**src/rtl/riscv_multicycle_ctrl.sv**
```systemverilog
// Multi-cycle RV32I control FSM: sequences fetch/decode/execute/memory/writeback
// over a shared memory with variable latency, and latches illegal-instruction and timeout faults.
module riscv_multicycle_ctrl #(
  parameter int unsigned MEM_TIMEOUT = 255
) (
  input  logic        clk,
  input  logic        rst_n,
  input  logic [31:0] i_Instr,
  input  logic        i_Zero,
  input  logic        i_MemReady,
  output logic [4:0]  o_AluOp,
  output logic [1:0]  o_AluSrcA,
  output logic        o_AluSrcB,
  output logic [2:0]  o_ImmSel,
  output logic        o_AdrSrc,
  output logic        o_MemRead,
  output logic        o_MemWrite,
  output logic        o_IRWrite,
  output logic        o_PCWrite,
  output logic        o_RegWrite,
  output logic        o_ResultSrc,
  output logic [4:0]  o_State,
  output logic [1:0]  o_Fault
);

  typedef enum logic [4:0] {
    IDLE     = 5'd0,
    FETCH    = 5'd1,
    DECODE   = 5'd2,
    EXEC_R   = 5'd3,
    EXEC_I   = 5'd4,
    EXEC_U   = 5'd5,
    MEM_ADDR = 5'd6,
    MEM_RD   = 5'd7,
    MEM_WB   = 5'd8,
    MEM_WR   = 5'd9,
    ALU_WB   = 5'd10,
    BR_CMP   = 5'd11,
    BR_TGT   = 5'd12,
    BR_UPD   = 5'd13,
    J_TGT    = 5'd14,
    J_LINK   = 5'd15,
    HALT     = 5'd16
  } state_t;

  localparam logic [4:0] ALU_ADD   = 5'h01;
  localparam logic [4:0] ALU_SUB   = 5'h02;
  localparam logic [4:0] ALU_AND   = 5'h03;
  localparam logic [4:0] ALU_OR    = 5'h04;
  localparam logic [4:0] ALU_XOR   = 5'h05;
  localparam logic [4:0] ALU_SLL   = 5'h06;
  localparam logic [4:0] ALU_SRL   = 5'h07;
  localparam logic [4:0] ALU_SRA   = 5'h08;
  localparam logic [4:0] ALU_SLT   = 5'h09;
  localparam logic [4:0] ALU_LUI   = 5'h0A;
  localparam logic [4:0] ALU_SLTU  = 5'h0B;
  localparam logic [4:0] ALU_BGE   = 5'h0C;
  localparam logic [4:0] ALU_BGEU  = 5'h0D;
  localparam logic [4:0] ALU_ADDPC = 5'h0E;
  localparam logic [4:0] ALU_JBADR = 5'h0F;
  localparam logic [4:0] ALU_BNE   = 5'h10;
  localparam logic [4:0] ALU_BLT   = 5'h11;
  localparam logic [4:0] ALU_BLTU  = 5'h12;

  localparam logic [1:0] FAULT_ILL = 2'b01;
  localparam logic [1:0] FAULT_TMO = 2'b10;

  localparam int unsigned CW    = (MEM_TIMEOUT < 2) ? 1 : $clog2(MEM_TIMEOUT + 1);
  localparam int unsigned LIMIT = (MEM_TIMEOUT == 0) ? 0 : MEM_TIMEOUT - 1;
  localparam logic [CW-1:0] LIMIT_V = CW'(LIMIT);

  state_t        state, state_next;
  logic [1:0]    fault, fault_next;
  logic [CW-1:0] wait_cnt;
  logic          taken;
  logic          mem_state, limit_hit;
  logic [4:0]    arith_op, br_op;
  logic          br_legal;

  logic [6:0] opcode;
  logic [2:0] funct3;
  logic       alt;
  logic       unused_instr_bits;

  assign opcode = i_Instr[6:0];
  assign funct3 = i_Instr[14:12];
  assign alt    = i_Instr[30];
  assign unused_instr_bits = ^{i_Instr[31], i_Instr[29:15], i_Instr[11:7]};

  assign mem_state = (state == FETCH) || (state == MEM_RD) || (state == MEM_WR);
  // wait_cnt holds the number of non-ready cycles already spent, so this cycle is the limit-th
  assign limit_hit = (MEM_TIMEOUT != 0) && (wait_cnt == LIMIT_V);

  always_comb begin
    arith_op = ALU_ADD;
    case (funct3)
      3'b000:  arith_op = (state == EXEC_R && alt) ? ALU_SUB : ALU_ADD;
      3'b001:  arith_op = ALU_SLL;
      3'b010:  arith_op = ALU_SLT;
      3'b011:  arith_op = ALU_SLTU;
      3'b100:  arith_op = ALU_XOR;
      3'b101:  arith_op = alt ? ALU_SRA : ALU_SRL;
      3'b110:  arith_op = ALU_OR;
      default: arith_op = ALU_AND;
    endcase
  end

  always_comb begin
    br_op    = '0;
    br_legal = 1'b1;
    case (funct3)
      3'b000:  br_op = ALU_SUB;
      3'b001:  br_op = ALU_BNE;
      3'b100:  br_op = ALU_BLT;
      3'b101:  br_op = ALU_BGE;
      3'b110:  br_op = ALU_BLTU;
      3'b111:  br_op = ALU_BGEU;
      default: br_legal = 1'b0;
    endcase
  end

  always_comb begin
    state_next  = state;
    fault_next  = fault;
    o_AluOp     = '0;
    o_AluSrcA   = '0;
    o_AluSrcB   = 1'b0;
    o_ImmSel    = '0;
    o_AdrSrc    = 1'b0;
    o_MemRead   = 1'b0;
    o_MemWrite  = 1'b0;
    o_IRWrite   = 1'b0;
    o_PCWrite   = 1'b0;
    o_RegWrite  = 1'b0;
    o_ResultSrc = 1'b0;
    case (state)
      IDLE: state_next = FETCH;
      FETCH: begin
        o_MemRead = 1'b1;
        o_AluOp   = ALU_ADDPC;
        o_IRWrite = i_MemReady;
        if (i_MemReady) state_next = DECODE;
      end
      DECODE: begin
        o_PCWrite = 1'b1;
        case (opcode)
          7'h33:          state_next = EXEC_R;
          7'h13:          state_next = EXEC_I;
          7'h37, 7'h17:   state_next = EXEC_U;
          7'h03, 7'h23:   state_next = MEM_ADDR;
          7'h63:          state_next = BR_CMP;
          7'h6F, 7'h67:   state_next = J_TGT;
          default: begin
            state_next = HALT;
            fault_next = FAULT_ILL;
          end
        endcase
      end
      EXEC_R, EXEC_I: begin
        o_AluOp    = arith_op;
        o_AluSrcA  = 2'd2;
        o_AluSrcB  = (state == EXEC_I);
        state_next = ALU_WB;
      end
      EXEC_U: begin
        o_ImmSel   = 3'd3;
        o_AluSrcB  = 1'b1;
        o_AluOp    = (opcode == 7'h37) ? ALU_LUI : ALU_JBADR;
        state_next = ALU_WB;
      end
      ALU_WB: begin
        o_RegWrite = 1'b1;
        state_next = FETCH;
      end
      MEM_ADDR: begin
        o_AluOp    = ALU_ADD;
        o_AluSrcA  = 2'd2;
        o_AluSrcB  = 1'b1;
        o_ImmSel   = (opcode == 7'h23) ? 3'd1 : 3'd0;
        state_next = (opcode == 7'h23) ? MEM_WR : MEM_RD;
      end
      MEM_RD: begin
        o_MemRead = 1'b1;
        o_AdrSrc  = 1'b1;
        if (i_MemReady) state_next = MEM_WB;
      end
      MEM_WB: begin
        o_RegWrite  = 1'b1;
        o_ResultSrc = 1'b1;
        state_next  = FETCH;
      end
      MEM_WR: begin
        o_MemWrite = 1'b1;
        o_AdrSrc   = 1'b1;
        if (i_MemReady) state_next = FETCH;
      end
      BR_CMP: begin
        o_AluOp   = br_op;
        o_AluSrcA = 2'd2;
        if (br_legal) state_next = BR_TGT;
        else begin
          state_next = HALT;
          fault_next = FAULT_ILL;
        end
      end
      BR_TGT: begin
        o_AluOp    = ALU_JBADR;
        o_AluSrcB  = 1'b1;
        o_ImmSel   = 3'd2;
        state_next = BR_UPD;
      end
      BR_UPD: begin
        o_PCWrite  = taken;
        state_next = FETCH;
      end
      J_TGT: begin
        o_AluSrcB = 1'b1;
        if (opcode == 7'h6F) begin
          o_AluOp  = ALU_JBADR;
          o_ImmSel = 3'd4;
        end else begin
          o_AluOp   = ALU_ADD;
          o_AluSrcA = 2'd2;
        end
        state_next = J_LINK;
      end
      J_LINK: begin
        o_PCWrite  = 1'b1;
        o_AluOp    = ALU_ADDPC;
        o_AluSrcA  = 2'd1;
        state_next = ALU_WB;
      end
      HALT: state_next = HALT;
      default: state_next = IDLE;
    endcase
    // a ready in the limit cycle has already advanced the state above and is not overridden
    if (mem_state && !i_MemReady && limit_hit) begin
      state_next = HALT;
      fault_next = FAULT_TMO;
    end
  end

  always_ff @(posedge clk or negedge rst_n) begin
    if (!rst_n) begin
      state    <= IDLE;
      fault    <= '0;
      wait_cnt <= '0;
      taken    <= 1'b0;
    end else begin
      state <= state_next;
      fault <= fault_next;
      if (state_next != state) wait_cnt <= '0;
      else if (mem_state && !i_MemReady) wait_cnt <= wait_cnt + CW'(1);
      if (state == BR_TGT) taken <= i_Zero;
    end
  end

  assign o_State = state;
  assign o_Fault = fault;

endmodule

```
**config.mk**
```make
export PLATFORM = sky130hd
export DESIGN_NAME = riscv_multicycle_ctrl
export DESIGN_NICKNAME = d
export VERILOG_FILES = /design/src/rtl/riscv_multicycle_ctrl.sv
export SDC_FILE = /design/constraint.sdc
export NUM_CORES = 1
export LEC_CHECK = 0
export CORE_MARGIN = 3
export CORE_UTILIZATION = 47
export CTS_BUF_LIST = sky130_fd_sc_hd__clkbuf_2 sky130_fd_sc_hd__clkbuf_4 sky130_fd_sc_hd__clkbuf_8
export DETAILED_ROUTE_END_ITERATION = 10
export PLACE_DENSITY = 0.95
export SYNTH_ARGS = -nofsm -noshare
export SYNTH_HDL_FRONTEND = slang
export SYNTH_SLANG_ARGS = --single-unit
```
**constraint.sdc**
```tcl
create_clock -name clk -period 2.2 [get_ports clk]
set_input_delay 0.33 -clock clk [delete_from_list [all_inputs] [get_ports clk]]
set_output_delay 0.33 -clock clk [all_outputs]
set_load 0.01 [all_outputs]
```
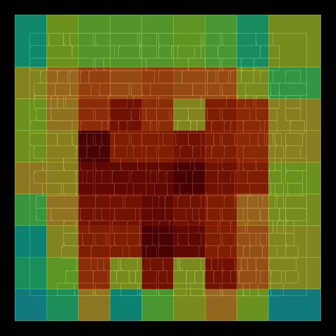
*Congestion heat map, run 1*
GR Util met2: 61.09%
global route hottest layer: met2
Util after Layout: 85.02%
gr usage total: 34.79%

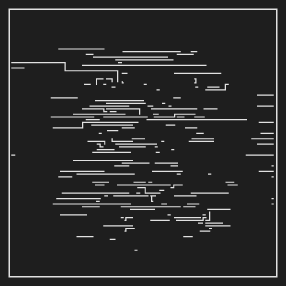
*The metal 3 layer, run 1*
(4 px per um)
- nets with wire on the layer: 98
- wire length on this layer: 733 um
- share of all routed wire: 9.0%
met3 Use GR: 7.083%
DR vias: 2461
final WL: 8.151 mm

==> reports/qor.csv, run 1 <==
stage,metric,value,unit
synthesis,asr flop ratio synth,100.0,%
synthesis,Synth mux share,1.235,%
detailed_routing,Routed Antenna Nets,0,
synthesis,Simple-Gate Fraction of Synth Area,38.01,%
timing,Final period util,108.1,%
pwr,Seq pwr share,14.4,%
clocking,hold buffer count at CTS,0,
die,Die Wd,66.53,um
timing,RSZ-0062 raised after global routing,yes,
die,fp_density,50.02,%
synthesis,"Adder Share, Synth",2.035,%
placement,post-place setup slack,-0.5088,ns
die,# rows,21,
layout,Non-Filler Instances,368,
setup_path,Crit path arrival time,2.05,ns
setup_path,worst r2r src,o_State[0]$_DFF_PN0_,
placement,Cells after DPL,349,
global_route,initial antenna violation count,0,
layout,ANT cells,0,
clocking,CTS Buf Count,3,
pwr,Gate power share,76.8,%
timing,Worst Skew,0.002414,ns
setup_path,critical path depth,6,
die,die area,4426,um^2
setup_path,Crit. Startpoint,o_State[3]$_DFF_PN0_,
synthesis,Synth area leaders,"dfrtp_1, nor2_1, nand2_1, nor3b_1, nor3_1",
timing,setup_tns,-1.341,ns
setup_path,CP required,1.87,ns
synthesis,Main synth FF type,dfrtp_1,
outcome,status,"complete, but fails checks",
synthesis,Mean Syn Cell Area,8.008,um^2
pwr,Int Power,1.570,mW
synthesis,Post-Syn Nets,253,
worst_hold_path,HP Class,in -> async,
pwr,Final Power,3.020,mW
clocking,"CTS clk-pin slew, worst paths",0.07,ns
pwr,switching part of the total power,48.01,%
setup_path,RR Endpoint,wait_cnt[1]$_DFFE_PN0P_,
job,MaxCap Viol Count,0,
clocking,CTS tree,built,
clocking,Latency at later pin,0.25,ns
setup_path,Register-to-Register Path Depth,8,
timing,Worst Tran Pin Value,0.6913,ns
synthesis,"Seq share, synth",23.26,%
setup_path,"delay-heaviest family, CP",simple AND/OR/NAND/NOR gates,
placement,HPWL Detailed,4.492,mm
detailed_routing,post-route DRC violation count,0,
layout,area delta synth->final,69.99,%
detailed_routing,met2 WL,3.930,mm
setup_path,critical path type,reg -> out,
synthesis,synth unique cells,67,
synthesis,synthesized area,1722,um^2
outcome,failing checks,negative setup slack,
timing,final worst slack,-0.1785,ns
timing,worst hold slack,0.4925,ns
global_route,total grt overflow,0,
setup_path,CP Max Fanout,6,
pwr,Clock Power Share,8.8,%
setup_path,worst setup path end,o_AluOp[1],
synthesis,ys flops,16,
placement,dpl cell area,2551,um^2
timing,final setup fails,12,
synthesis,yosys stat chip area,1722,um^2
global_route,largest net degree at the start of global routing,17,
setup_path,Worst R2R Setup Slack,-0.15,ns
die,Core Area,3442,um^2
pwr,Leakage,1.378,nW
timing,headroom to the max-slew limit,53.77,%
placement,IO Port Bufs,39,
layout,layout cell share with drive strength beyond 1,44.72,%
detailed_routing,top layer in use,met4,
job,OpenROAD warnings,50,
pwr,peak supply drop,0.6076,mV
detailed_routing,Met3 Wirelength,733,um
timing,highest clock rate,420.4,MHz
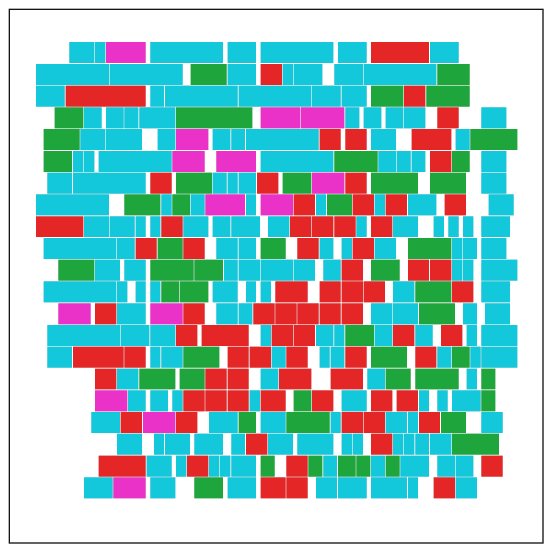
*Cell sizes after repair, run 1*
(8 px per um)
- x1 and smaller: cyan (cells 178; share 55%)
- x3 and x4: red (cells 80; share 25%)
- x6 and larger: magenta (cells 14; share 4.3%)
- x2: green (cells 50; share 16%)

==> run 1: layout by cell type (no fill, tap or decap), types with 3 or more instances in the layout <==
cell / Yosys / layout
o22ai_2: 3 / 3
nor2_2: 0 / 4
clkdlybuf4s50_1: 0 / 16
xor2_1: 3 / 3
nand4_1: 6 / 6
buf_6: 2 / 9
o21a_1: 3 / 3
dfrtp_1: 16 / 15
nor2b_1: 6 / 4
buf_4: 2 / 68
and2_1: 4 / 3
nor3_2: 1 / 6
nand2_1: 22 / 20
dlygate4sd2_1: 0 / 10
nor3b_1: 9 / 4
nand3_1: 4 / 4
nor2_1: 23 / 18
nor3_1: 13 / 6
inv_1: 8 / 8
xnor2_1: 6 / 5
a21oi_1: 9 / 8
clkbuf_8: 0 / 4
o21ai_1: 2 / 3
nor3b_2: 0 / 5
buf_2: 7 / 4
dlymetal6s2s_1: 0 / 5
==> run 1: area by class of cell <==
class / instances / area [um^2] / share of cell area [%]
Clock buffer: 4 / 55.05 / 1.881
Inverter: 8 / 30.03 / 1.026
Multi-Input combinational cell: 179 / 1415 / 48.35
Sequential cell: 16 / 401.6 / 13.72
Tap cell: 46 / 57.56 / 1.967
Timing Repair Buffer: 115 / 967.2 / 33.05
==> run 1: flip-flops by register name, summed over array words and instances, names as in the netlist <==
| signal | flops |
|---|---|
| taken | 1 |
| o_State | 5 |
| o_Fault | 2 |
| wait_cnt | 8 |
==> run 1: power groups by stage <==
stage	registers, mW	logic (mW)	clock network (mW)
after floorplan	0.434	0.976	0
after global placement	0.421	1.79	0
after detailed placement	0.425	1.86	0
after CTS	0.416	2.01	0.267
after global routing	0.438	2.41	0.283
final	0.435	2.32	0.266
==> run 1: what timing repair did <==
action,in CTS,in global routing
gates resized,67,37
pin swaps,18,11
endpoints found under the setup margin,24,20
setup buffers,13,3
### Gate families picked out, run 1

(8 px per um)
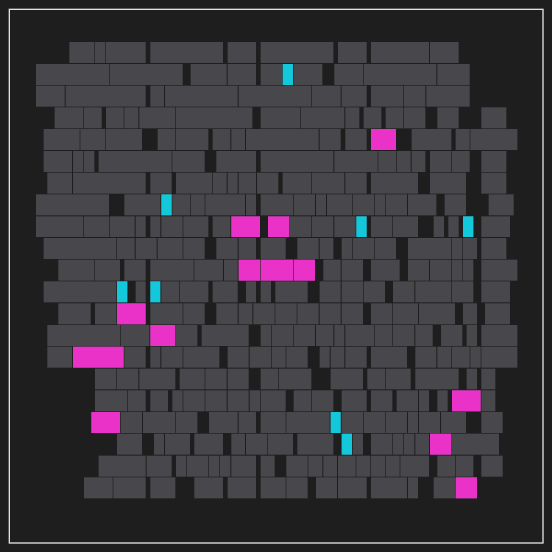

==> run 2, diff against run 1 <==
REMOVE_ABC_BUFFERS = 1   (was unset)
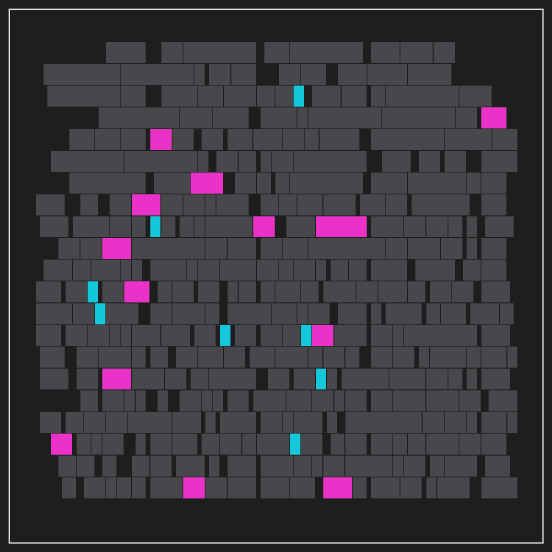
*Gate families picked out, run 2*
(8 px per um)
- non-inverting ao/oa cells: magenta (cells 13; most used o21a_1)
- inv cells: cyan (cells 8; most used inv_1)

==> run 2 against run 1 <==
Against the previous run: the flow still finishes with violations (negative setup slack); register-to-register slack worse by 0.27 ns; area after synthesis unchanged; maximum frequency fell by 9.3%; via count grew 3.9%; clock-buffer cell count is 1 lower; hold slack better by 0.023 ns; global-route usage fell by 6.1 points; largest power group unchanged; combinational power up 7%; sequential share of layout area is 0.40 points lower; wire length is 7.8% higher.
==> reports/qor.csv, run 2 <==
stage,metric,value,unit
detailed_routing,post-route DRC violation count,0,
detailed_routing,met2 WL,4.014,mm
layout,area delta synth->final,76.24,%
timing,highest clock rate,381.4,MHz
synthesis,yosys stat chip area,1722,um^2
clocking,CTS tree,built,
die,# rows,21,
synthesis,Main synth FF type,dfrtp_1,
synthesis,Mean Syn Cell Area,8.008,um^2
pwr,Comb power,2.49,mW
timing,worst hold slack,0.5155,ns
clocking,Latency at later pin,0.25,ns
job,MaxCap Viol Count,0,
detailed_routing,final WL,8.786,mm
pwr,P_clk,0.216,mW
layout,most frequent logic cell in the layout,buf_4,
global_route,global route hottest layer,met2,
global_route,met3 Use GR,4.553,%
pwr,P_seq,0.439,mW
timing,setup_tns,-3.561,ns
global_route,initial antenna violation count,0,
placement,HPWL Detailed,4.464,mm
global_route,largest net degree at the start of global routing,17,
pwr,Gate power share,79.2,%
pwr,Int Power,1.658,mW
outcome,failing checks,negative setup slack,
detailed_routing,Met3 Wirelength,951,um
setup_path,critical path type,reg -> reg,
pwr,Seq pwr share,13.9,%
placement,post-place setup slack,-0.5473,ns
synthesis,AO/OA Area Share,24.71,%
synthesis,synth unique cells,67,
die,fp_density,50.02,%
timing,headroom to the max-slew limit,51.08,%
job,OpenROAD warnings,49,
clocking,CTS Buf Count,3,
synthesis,Simple-Gate Fraction of Synth Area,38.01,%
synthesis,synthesized area,1722,um^2
setup_path,Crit. Startpoint,o_State[2]$_DFF_PN0_,
detailed_routing,Routed Antenna Nets,0,
setup_path,CP Max Fanout,8,
pwr,Final Power,3.149,mW
synthesis,Synth area leaders,"dfrtp_1, nor2_1, nand2_1, nor3b_1, nor3_1",
timing,final worst slack,-0.4218,ns
layout,layout cell share with drive strength beyond 1,46.08,%
timing,RSZ-0062 raised after global routing,yes,
synthesis,ys flops,16,
layout,Top Layout Cells,"buf_4, nand2_1, nor2_1, buf_6, clkdlybuf4s50_1",
global_route,GR Util met2,49.57,%
detailed_routing,DR vias,2558,
synthesis,"Seq share, synth",23.26,%
pwr,Leakage,1.388,nW
synthesis,Synth mux share,1.235,%
layout,Largest Register,wait_cnt,
outcome,status,"complete, but fails checks",
global_route,total grt overflow,0,
layout,Non-Filler Instances,379,
timing,final setup fails,16,
pwr,dominant power group,combinational logic,
pwr,peak supply drop,0.4737,mV
die,die area,4426,um^2
setup_path,CP required,2.33,ns
placement,dpl cell area,2566,um^2
setup_path,Crit path arrival time,2.75,ns
setup_path,worst r2r src,o_State[2]$_DFF_PN0_,
synthesis,asr flop ratio synth,100.0,%
placement,Cells after DPL,351,
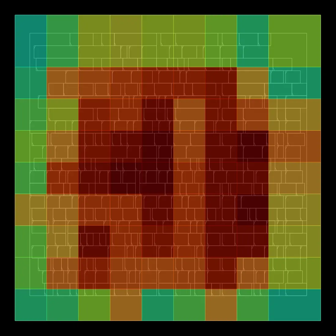
*Congestion heat map, run 2*
Util after Layout: 88.15%
met1 GRT Util: 35.19%
gr usage total: 28.67%

run 2: critical path, stage by stage (launching register included):
cell and delay (ns):
dfrtp_2 0.49, buf_6 0.16, buf_4 0.10, buf_4 0.14
nor3b_1 0.41, a211oi_2 0.14, o221ai_4 0.30, a21oi_2 0.10
o31a_4 0.35, nor3_1 0.31
run 2: final cells by class:
| cell class | count | area [um^2] | share of cell area [%] |
|---|---|---|---|
| well taps | 46 | 57.56 | 1.897 |
| inverters | 8 | 30.03 | 0.9897 |
| repair buffers | 126 | 1065 | 35.09 |
| clock buffers | 3 | 41.29 | 1.361 |
| diodes | 1 | 2.502 | 0.08247 |
| multi-input cells | 179 | 1434 | 47.26 |
| flip-flops and latches | 16 | 404.1 | 13.32 |
run 2: what timing repair did:
| action | CTS | global route |
|---|---|---|
| setup buffers | 6 | 19 |
| pin swaps | 8 | 21 |
| endpoints found under the setup margin | 25 | 18 |
| resized | 42 | 71 |
| hold buffers | 0 | 0 |
| cloned | 0 | 1 |
run 2: worst paths after layout:
path                                      endpoint  slack, ns  depth (start not counted)
max                        wait_cnt[0]$_DFFE_PN0P_      -0.42                          9
min in group clk            o_Fault[1]$_DFFE_PN0P_       0.52                          1
max reg2reg                wait_cnt[0]$_DFFE_PN0P_      -0.42                          9
min reg2reg                 o_Fault[1]$_DFFE_PN0P_       0.52                          1
max in group asynchronous     o_State[2]$_DFF_PN0_       1.18                          1
min                           o_State[4]$_DFF_PN0_       0.52                          1
run 2: logic make-up (layout without fill, tap and decap cells):
group / after synthesis / in the layout
AOI/OAI and AO/OA: 50 / 50
muxes: 2 / 2
adders and majority gates: 3 / 3
and+or+nand+nor: 115 / 115
other: 0 / 1
buffers and inverters: 20 / 137
xor gates and xnor gates: 9 / 9
DFF: 16 / 16
### The metal 3 layer, run 2

(4 px per um)
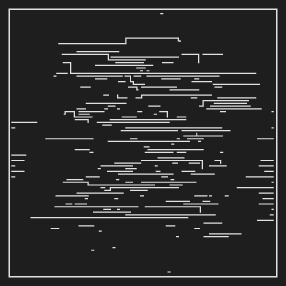

==> run 3, diff against run 2 <==
CORE_UTILIZATION = 50   (was 47)
DONT_BUFFER_PORTS = 1   (was unset)
PLACE_DENSITY = 0.77   (was 0.95)
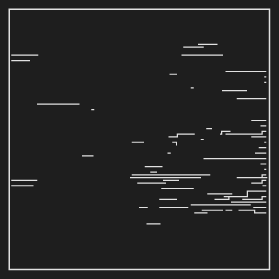
*The metal 3 layer, run 3*
(4 px per um)
- nets with wire on the layer: 49
- longest straight run: 19.3 um
- share of all routed wire: 5.3%
- main direction: horizontal
DR vias: 1926
met3 Use GR: 3.120%
final WL: 5.584 mm

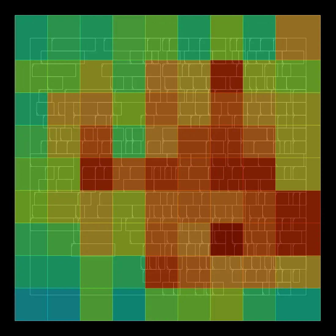
*Congestion heat map, run 3*
WL per Instance: 18.43 um
met1 GRT Util: 31.96%
gr usage total: 25.85%
Util after Layout: 72.83%

==> run 3 against run 2 <==
Against the previous run: the flow still finishes with violations (negative setup slack); core utilization fell by 15 points; area after synthesis did not move; cell count fell by 20%; clock power fell by about 30%; highest routed layer unchanged; critical path depth fell by 3; hold slack got worse by 0.31 ns; critical endpoint is now o_AluOp[1]; die area fell by 5.5%.
==> reports/qor.csv, run 3 <==
stage,metric,value,unit
setup_path,endpoint type of the worst setup path,output port,
timing,final setup fails,4,
synthesis,yosys stat chip area,1722,um^2
setup_path,critical path type,reg -> out,
clocking,Clock Root Buffer,clkbuf_4,
clocking,"CTS clk-pin slew, worst paths",0.09,ns
pwr,Seq pwr share,17.9,%
detailed_routing,met2 WL,2.908,mm
placement,final RePlAce weighted congestion,0.9014,
clocking,CTS tree,built,
placement,HPWL Detailed,3.582,mm
layout,Non-Filler Instances,303,
detailed_routing,top layer in use,met4,
outcome,status,"complete, but fails checks",
placement,post-place setup slack,0.03637,ns
die,# rows,20,
job,OpenROAD warnings,48,
pwr,switching part of the total power,46.89,%
worst_hold_path,Hold Startpoint,i_Zero,
synthesis,"Seq share, synth",23.26,%
clocking,CTS Buf Count,3,
die,Die Height,64.68,um
timing,setup_tns,-0.1170,ns
synthesis,AO/OA Area Share,24.71,%
global_route,total grt overflow,0,
placement,Cells after DPL,282,
die,Die Wd,64.68,um
timing,Final period util,102.8,%
setup_path,RR Endpoint,wait_cnt[1]$_DFFE_PN0P_,
die,Core Area,3178,um^2
outcome,failing checks,negative setup slack,
placement,IO Port Bufs,0,
layout,max reg flops,8,
worst_hold_path,HP Class,in -> reg,
synthesis,"count leader, synth",nor2_1,
timing,headroom to the max-slew limit,53.23,%
placement,dpl cell area,1976,um^2
synthesis,asr flop ratio synth,100.0,%
worst_hold_path,hold path endpoint,taken$_DFFE_PN0P_,
layout,Largest Register,wait_cnt,
timing,Final Max Slew Viols,0,
clocking,Latency at later pin,0.28,ns
pwr,Leakage,0.9813,nW
layout,layout cell share with drive strength beyond 1,37.07,%
global_route,largest net degree at the start of global routing,17,
pwr,peak supply drop,0.5718,mV
timing,highest clock rate,442.3,MHz
worst_hold_path,worst hold stages,1,
pwr,Gate power share,75.9,%
timing,Worst Tran Pin Value,0.6993,ns
synthesis,Simple-Gate Fraction of Synth Area,38.01,%
synthesis,ys flops,16,
setup_path,Crit path arrival time,1.93,ns
pwr,Clock Power Share,6.1,%
die,die area,4184,um^2
setup_path,Crit. Startpoint,o_State[1]$_DFF_PN0_,
die,fp_density,54.17,%
detailed_routing,post-route DRC violation count,0,
global_route,global route hottest layer,met2,
pwr,Int Power,1.323,mW
setup_path,CP Max Fanout,7,
setup_path,CP required,1.87,ns
pwr,Final Power,2.491,mW
setup_path,Register-to-Register Path Depth,8,
timing,final worst slack,-0.06103,ns
synthesis,Synth area leaders,"dfrtp_1, nor2_1, nand2_1, nor3b_1, nor3_1",
global_route,initial antenna violation count,0,
job,MaxCap Viol Count,0,
timing,RSZ-0062 raised after global routing,yes,
synthesis,Synth mux share,1.235,%
layout,ANT cells,0,
synthesis,Main synth FF type,dfrtp_1,
setup_path,worst r2r src,o_State[1]$_DFF_PN0_,
synthesis,synth unique cells,67,
synthesis,synthesized area,1722,um^2
layout,Top Layout Cells,"buf_4, nor2_1, nand2_1, dfrtp_1, nor3_1",
detailed_routing,Met3 Wirelength,297,um
timing,Worst Skew,0.002376,ns
layout,most frequent logic cell in the layout,buf_4,
synthesis,"Adder Share, Synth",2.035,%
global_route,GR Util met2,46.91,%
synthesis,Mean Syn Cell Area,8.008,um^2
setup_path,Worst R2R Setup Slack,-0.02,ns
layout,area delta synth->final,34.45,%
layout,Fillers,229,
[run 3: final cells by class]
class | count | area (um^2) | share of cell area, %
sequential | 16 | 405.4 | 17.51
tap | 44 | 55.05 | 2.378
inverter | 8 | 30.03 | 1.297
timing repair buffer | 53 | 456.7 | 19.73
multi-input combinational | 179 | 1345 | 58.11
clock buffer | 3 | 22.52 | 0.9730
[run 3: critical path, stage by stage (launching register included)]
cell	delay (ns)
dfrtp_2	0.46
buf_6	0.15
and2_1	0.17
buf_4	0.14
a41oi_1	0.19
nor3_1	0.08
or4_4	0.45
[run 3: repair_timing]
item	CTS	global route
endpoints found under the hold margin	16	0
setup buffers	12	5
hold buffers	1	0
resized	19	19
pin swaps	5	14
endpoints found under the setup margin	5	13
[run 3: power groups by stage]
| stage | Sequential [mW] | Combinational (mW) | Clock, mW |
|---|---|---|---|
| 3_3_place_gp | 0.471 | 1.42 | 0 |
| 5_1_grt | 0.455 | 2.03 | 0.168 |
| 3_5_place_dp | 0.473 | 1.44 | 0 |
| 2_1_floorplan | 0.527 | 0.815 | 0 |
| 6_report | 0.447 | 1.89 | 0.152 |
| 4_1_cts | 0.437 | 1.71 | 0.153 |
[run 3: logic make-up (layout without fill, tap and decap cells)]
logic type                 count (synthesis)  after routing
adders and majority gates                  3              3
muxes                                      2              2
DFF                                       16             16
xor gates and xnor gates                   9              9
buffers and inverters                     20             64
and+or+nand+nor                          115            115
AOI/OAI and AO/OA                         50             50
[run 3: worst max-delay path by stage]
stage / end / cells past startpoint
global placement: o_AluOp[0] / 7
global route: o_AluOp[1] / 6
CTS: o_AluOp[1] / 6
finish: o_AluOp[1] / 6
detailed placement: wait_cnt[1]$_DFFE_PN0P_ / 8
floorplan: wait_cnt[1]$_DFFE_PN0P_ / 6

==> gallery <==
Signal wires on met2.
(4 px per um)
Plate I
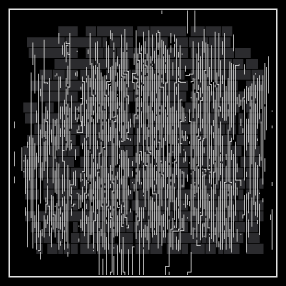
Plate II
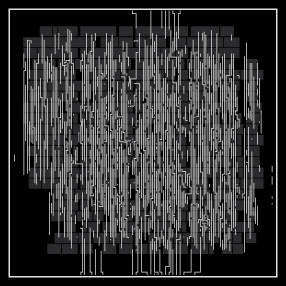
Plate III
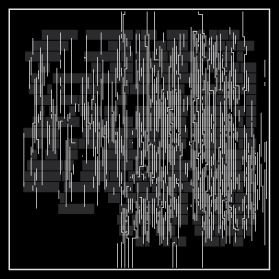
For run 1, see Plate II.
For run 3, see Plate III.
For run 2, see Plate I.

Power is estimated from default activity; no workload was simulated.
